File: src/rtl/lock_code_scanner.sv
// Sweeps nonzero candidate codes into the LFSR lock core and counts accepted codes until a hit target is reached.
// Latency: match is judged on the code driven this cycle; the next code, hit count and state follow on the next edge.
// Backpressure: none; presents one code per cycle in SCAN, abort returns to IDLE on the next edge.
//
// Ports:
//   clk, rst          rising-edge clock, synchronous active-high reset
//   start, abort      run control (start pulse honoured outside SCAN; abort level, any state)
//   hit_target        accepted codes required to finish, captured on an accepted start
//   match             combinational compare result from the lock core for the current code
//   code              registered candidate code driven to the core
//   busy/done/fail    decoded from the registered state
//   hits, last_code   accepted-code count and most recent accepted code
//   attempts          codes presented this run, saturating
module lock_code_scanner #(
    parameter int CODE_W = 15,
    parameter int HIT_W  = 12,
    parameter int ATT_W  = 32
) (
    input  logic              clk,
    input  logic              rst,
    input  logic              start,
    input  logic              abort,
    input  logic [HIT_W-1:0]  hit_target,
    input  logic              match,
    output logic [CODE_W-1:0] code,
    output logic              busy,
    output logic              done,
    output logic              fail,
    output logic [HIT_W-1:0]  hits,
    output logic [CODE_W-1:0] last_code,
    output logic [ATT_W-1:0]  attempts
);

    typedef enum logic [1:0] {
        ST_IDLE = 2'd0,
        ST_SCAN = 2'd1,
        ST_DONE = 2'd2,
        ST_FAIL = 2'd3
    } state_t;

    state_t              r_state;
    logic [CODE_W-1:0]   r_code;
    logic [HIT_W-1:0]    r_hits;
    logic [CODE_W-1:0]   r_last;
    logic [ATT_W-1:0]    r_att;
    logic [HIT_W-1:0]    r_tgt;

    state_t              w_state;
    logic [CODE_W-1:0]   w_code;
    logic [HIT_W-1:0]    w_hits;
    logic [CODE_W-1:0]   w_last;
    logic [ATT_W-1:0]    w_att;
    logic [HIT_W-1:0]    w_tgt;

    logic [HIT_W-1:0]    w_hits_inc;
    logic [ATT_W-1:0]    w_att_sat;
    logic                w_code_last;

    assign w_hits_inc  = r_hits + HIT_W'(1);
    // Attempts stick at all-ones instead of wrapping back to zero.
    assign w_att_sat   = (&r_att) ? r_att : (r_att + ATT_W'(1));
    // All-ones is the final nonzero value of a sweep.
    assign w_code_last = &r_code;

    always_ff @(posedge clk) begin
        if (rst) begin
            r_state <= ST_IDLE;
            r_code  <= '0;
            r_hits  <= '0;
            r_last  <= '0;
            r_att   <= '0;
            r_tgt   <= '0;
        end else begin
            r_state <= w_state;
            r_code  <= w_code;
            r_hits  <= w_hits;
            r_last  <= w_last;
            r_att   <= w_att;
            r_tgt   <= w_tgt;
        end
    end

    always_comb begin
        w_state = r_state;
        w_code  = r_code;
        w_hits  = r_hits;
        w_last  = r_last;
        w_att   = r_att;
        w_tgt   = r_tgt;

        if (abort) begin
            // Counters and last_code are kept so a stalled run can be inspected.
            w_state = ST_IDLE;
            w_code  = '0;
        end else begin
            case (r_state)
                ST_SCAN: begin
                    w_att = w_att_sat;
                    if (match) begin
                        // The core's secret steps on this same edge, so the sweep restarts from 1.
                        w_hits = w_hits_inc;
                        w_last = r_code;
                        w_code = CODE_W'(1);
                        if (w_hits_inc == r_tgt) begin
                            w_state = ST_DONE;
                        end
                    end else if (w_code_last) begin
                        // Whole nonzero space tried without a hit; code stays at all-ones.
                        w_state = ST_FAIL;
                    end else begin
                        w_code = r_code + CODE_W'(1);
                    end
                end
                default: begin
                    // IDLE, DONE and FAIL all wait for a fresh start; match is ignored here.
                    if (start) begin
                        w_hits = '0;
                        w_att  = '0;
                        w_tgt  = hit_target;
                        if (hit_target == '0) begin
                            w_state = ST_DONE;
                        end else begin
                            w_code  = CODE_W'(1);
                            w_state = ST_SCAN;
                        end
                    end
                end
            endcase
        end
    end

    assign code      = r_code;
    assign busy      = (r_state == ST_SCAN);
    assign done      = (r_state == ST_DONE);
    assign fail      = (r_state == ST_FAIL);
    assign hits      = r_hits;
    assign last_code = r_last;
    assign attempts  = r_att;

endmodule
File: config.mk
export PLATFORM = sky130hd
export DESIGN_NAME = lock_code_scanner
export DESIGN_NICKNAME = d
export VERILOG_FILES = /design/src/rtl/lock_code_scanner.sv
export SDC_FILE = /design/constraint.sdc
export NUM_CORES = 1
export LEC_CHECK = 0
export CORE_MARGIN = 5
export CORE_UTILIZATION = 41
export CTS_BUF_LIST = sky130_fd_sc_hd__clkbuf_8
export DETAILED_ROUTE_END_ITERATION = 16
export PLACE_DENSITY = 0.67
export SETUP_SLACK_MARGIN = 0.1
export SLEW_MARGIN = 25
export SYNTH_ARGS = -nofsm -noshare
export SYNTH_HDL_FRONTEND = slang
export SYNTH_SLANG_ARGS = --single-unit
export TNS_END_PERCENT = 50
File: constraint.sdc
create_clock -name clk -period 2.8 [get_ports clk]
set_clock_uncertainty 0.2 [all_clocks]
set_input_delay 0.42 -clock clk [delete_from_list [all_inputs] [get_ports clk]]
set_output_delay 0.42 -clock clk [all_outputs]
set_load 0.01 [all_outputs]
Fig. 1: power grid
The bar under the picture is 20 microns long. Pins as bars on the die edge.
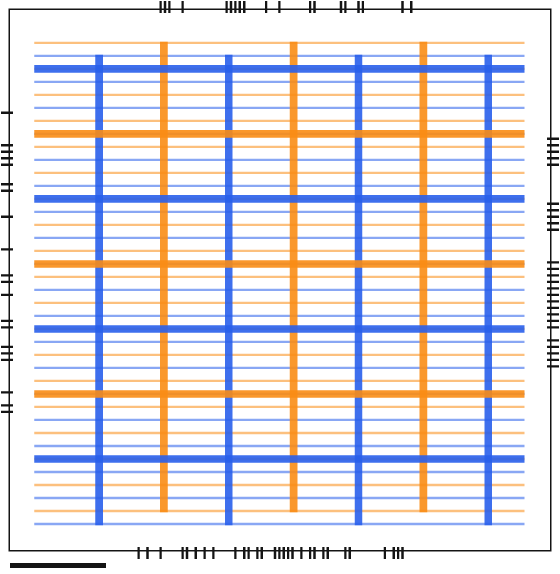
| color | net |
|---|---|
| orange | VDD |
| blue | VSS |
signal pins: 94
met5 straps: 7
met1 rails: 38
IR drop worst, VDD: 0.239 mV
core region area: 10,300 sq um
Die Span Y: 113 microns

==> ds_physical_params.txt <==
Summary of implementation characteristics

Parameter                              Value

Die
  Std cell rows    37
  Die span in x    113 microns
  Overall chip area    12,800 sq um
  I/O Pins    94
  Initial core utilization    42.1%
  Taps Inserted    136

Clock network
  Buffers inserted by post-CTS timing repair    0
  Clock latency at the later pin of the worst-skew pair    0.37 ns
  Number of clock buffers inserted by TritonCTS    9
  CTS H-tree depth    3
  # resized after CTS    0
  TritonCTS clock tree    yes
  Clk slew on worst S/H paths    0.08 ns
  Clock sink count    88
  Root buf cell    sky130_fd_sc_hd__clkbuf_8
  Post-CTS Hold Buffers    0
  Clk buf depth    2

Global routing
  Global routing met2 resource utilization    31.2%
  Met1 demand-to-capacity share in global routing    24.4%
  Met3 Resource Use GR    3.85%
  Largest net degree at the start of global routing    31
  Number of antenna violations at the first check in global routing    0
  Global Route Usage Sum    18.9%
  Busiest metal layer after global routing    met2
  First-pass GRT wire length    20,000 microns
  Remaining global-route overflow    0
  Via count of the first global-routing pass    4,123

Final layout
  Final sequential cell count    88
  Number of non-filler instances in the completed layout    771
  Area growth from synthesis to final layout    31.2%
  Most frequently placed logic cells in the final layout    sky130_fd_sc_hd__clkdlybuf4s50_1 (93), sky130_fd_sc_hd__dfxtp_1 (88), sky130_fd_sc_hd__nor2_1 (77)
  Seq area share    30.9%
  Multi-input gate area in the final layout    2420 sq um
  Fraction of area in clock buffers and inverters    4.06%
  Proportion of layout cells with a drive suffix above 1    6.93%
  Nonclk buf count    115
  Nonclk inv count    7
  Number of clock buffers in the layout    11
  Fraction of area in non-clock buffers    19.2%
  Dominant logic cell type in the layout    sky130_fd_sc_hd__clkdlybuf4s50_1
  Cell type taking the most area    combinational gates
  Combinational share of cell area    42.4%
  Storage element area    1760 sq um
  Count of multi-input gates    409
  Final std cell area, no fill    5700 sq um
  Number of nets in the finished design    651
  ANT cells    0
  Flip-flop count of the largest register, all copies and words added    32

Placed design
  Number of input and output port buffers inserted    93
  Area of placed instances    5470 sq um
  Final RePlAce weighted congestion    0.858
  # placed instances    755
  Detailed Place HPWL    8690 microns

Setup path
  Kind of cell adding the most delay to the critical path    flip-flops
  Cell-by-cell listing of the critical path    ha_1 -> nor3b_1 -> o21ai_0 -> o311ai_0 -> o221ai_1 -> nor4_1 -> buf_4 -> o211a_1
  Critical R2R Launch    hits[0]
  Worst endpoint required time    2.92 ns
  Highest fanout seen on the critical path    10
  Crit. End Element    flop
  Critical Path AT    2.69 ns
  End of the worst register-to-register path    r_state[1]
  Critical Path End    r_state[1]
  Crit Path Class    reg2reg
  Stages on the worst setup path    8
  Worst path slowest cell    sky130_fd_sc_hd__dfxtp_1
  Depth of the worst register-to-register path    8
  Largest stage delay on the critical path    0.59 ns
  Setup slack of the worst register-to-register path    0.22 ns
  Sum of buffers and inverters on the critical path    1
  CP Launch Point    hits[0]

Synthesis
  Yosys Instances    537
  Most frequent cell after synthesis    sky130_fd_sc_hd__dfxtp_1
  Primary FF master, synth    sky130_fd_sc_hd__dfxtp_1
  Most common library cells after synthesis    sky130_fd_sc_hd__dfxtp_1 (88), sky130_fd_sc_hd__nor2_1 (77), sky130_fd_sc_hd__nand2_1 (57)
  Async set-reset flop share out of synthesis    0%
  EDFF count, synth    0
  Register bit total from synthesis    88
  Synth Cell Area    4350 sq um
  Number of nets at floorplan    558
  Cells taking the most area after synthesis    sky130_fd_sc_hd__dfxtp_1 (41%), sky130_fd_sc_hd__xnor2_1 (9.1%), sky130_fd_sc_hd__nor2_1 (6.6%)
  Mean Syn Cell Area    8.09 sq um
  Post-synth area from yosys stat    4350 sq um
  Portion of the post-synthesis area used by sequential elements    40.5%
  Count of different cell masters after synthesis    52
  Top-area cell share    40.5%
  Yosys warning count    0
  Number of cells produced by synthesis    537
  Library cell occupying the most area in the post-synthesis netlist    sky130_fd_sc_hd__dfxtp_1

Timing
  Relative max-transition margin    50.2%
  Number of hold-slack violations in the final timing report    0
  Setup repair after global routing missed its margin    false
  Tcrit/Tclk final    92.1%
  Final Slew Violations    0
  Maximum achievable frequency    388 MHz
  Worst slew pin tran    0.741 ns
  Fin crit period    2.58 ns
  Sum of negative setup slack    0 ns

Flow run
  Tool warnings    27
  Maxcap violations    0

Detailed routing
  Routed length on met3    684 microns
  Ratio of routed vias to standard cells    5.47
  WL met1    5360 microns
  First-pass DRT Iterations    5
  Via count    4,219
  Average wire per cell in the routed design    15.5 microns
  Highest metal used    met4
  Routed Wire Length    11,900 microns
  Initial detailed-routing violation count    277
  DRC errors left    0
  Met2 wire len    5700 microns
  Post-route antenna net violation count    0

Power and ir drop
  Leakage power summed over all cells    1.82 nW
  Sequential-cell power consumption    0.00127 W
  Power per Cell Area    428 nW/um^2
  Clk power    0.00101 W
  Top pwr grp    sequential cells
  Net Switching    0.000560 W
  Comb. pwr    0.000154 W
  Switching share of power    22.9%
  Cell-internal power    0.00188 W
  Gate power share    6.3%
  Power, Total    0.00244 W
  Portion of total power attributed to the clock network    41.5%
  Sequential Power Share    52.2%

Run status
  Outcome    complete, no violations

Min path
  Kind of path behind the tightest hold check    reg2reg
  Launch instance of the worst min-delay path    last_code[9]
  Endpoint of the worst hold path    last_code[9]
  Cell depth of the worst hold path    2
Fig. 2: cell classes on the final placement
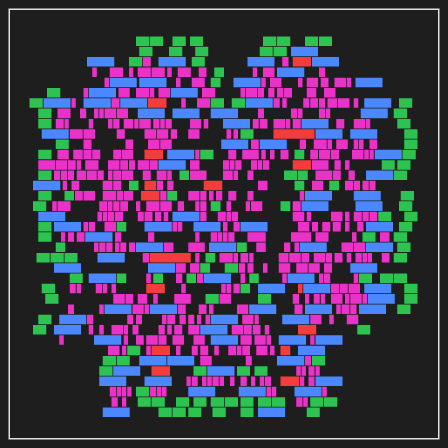
| color | class | cells |
|---|---|---|
| blue | flops | 88 |
| magenta | combinational and other logic | 416 |
| green | other buffers and delay cells | 115 |
| red | clock drivers and dummy loads | 16 |

## logic make-up (layout without fill, tap and decap cells)
group	Yosys count	after routing	synth area share [%]
AND-OR/OR-AND	88	88	11.9
buffers and inverters	40	138	3.89
AND/OR/NAND/NOR	258	258	30.3
XOR/XNOR	47	47	9.47
adder cells (fa/ha/maj)	4	4	1.15
flip-flops	88	88	40.5
multiplexers	12	12	2.76
## per-stage QoR
| stage | utilization, % | hold slack [ns] | setup slack (ns) |
|---|---|---|---|
| 5_1_grt | 55.2 | 0.283 | 0.156 |
| 3_5_place_dp | 53.0 | 0.246 | 0.0783 |
| 2_1_floorplan | - | 0.280 | 0.568 |
| 3_3_place_gp | 53.0 | 0.244 | 0.195 |
| 6_report | 55.2 | 0.257 | 0.221 |
| 4_1_cts | 55.2 | 0.257 | 0.295 |
Power is estimated from default activity; no workload was simulated.
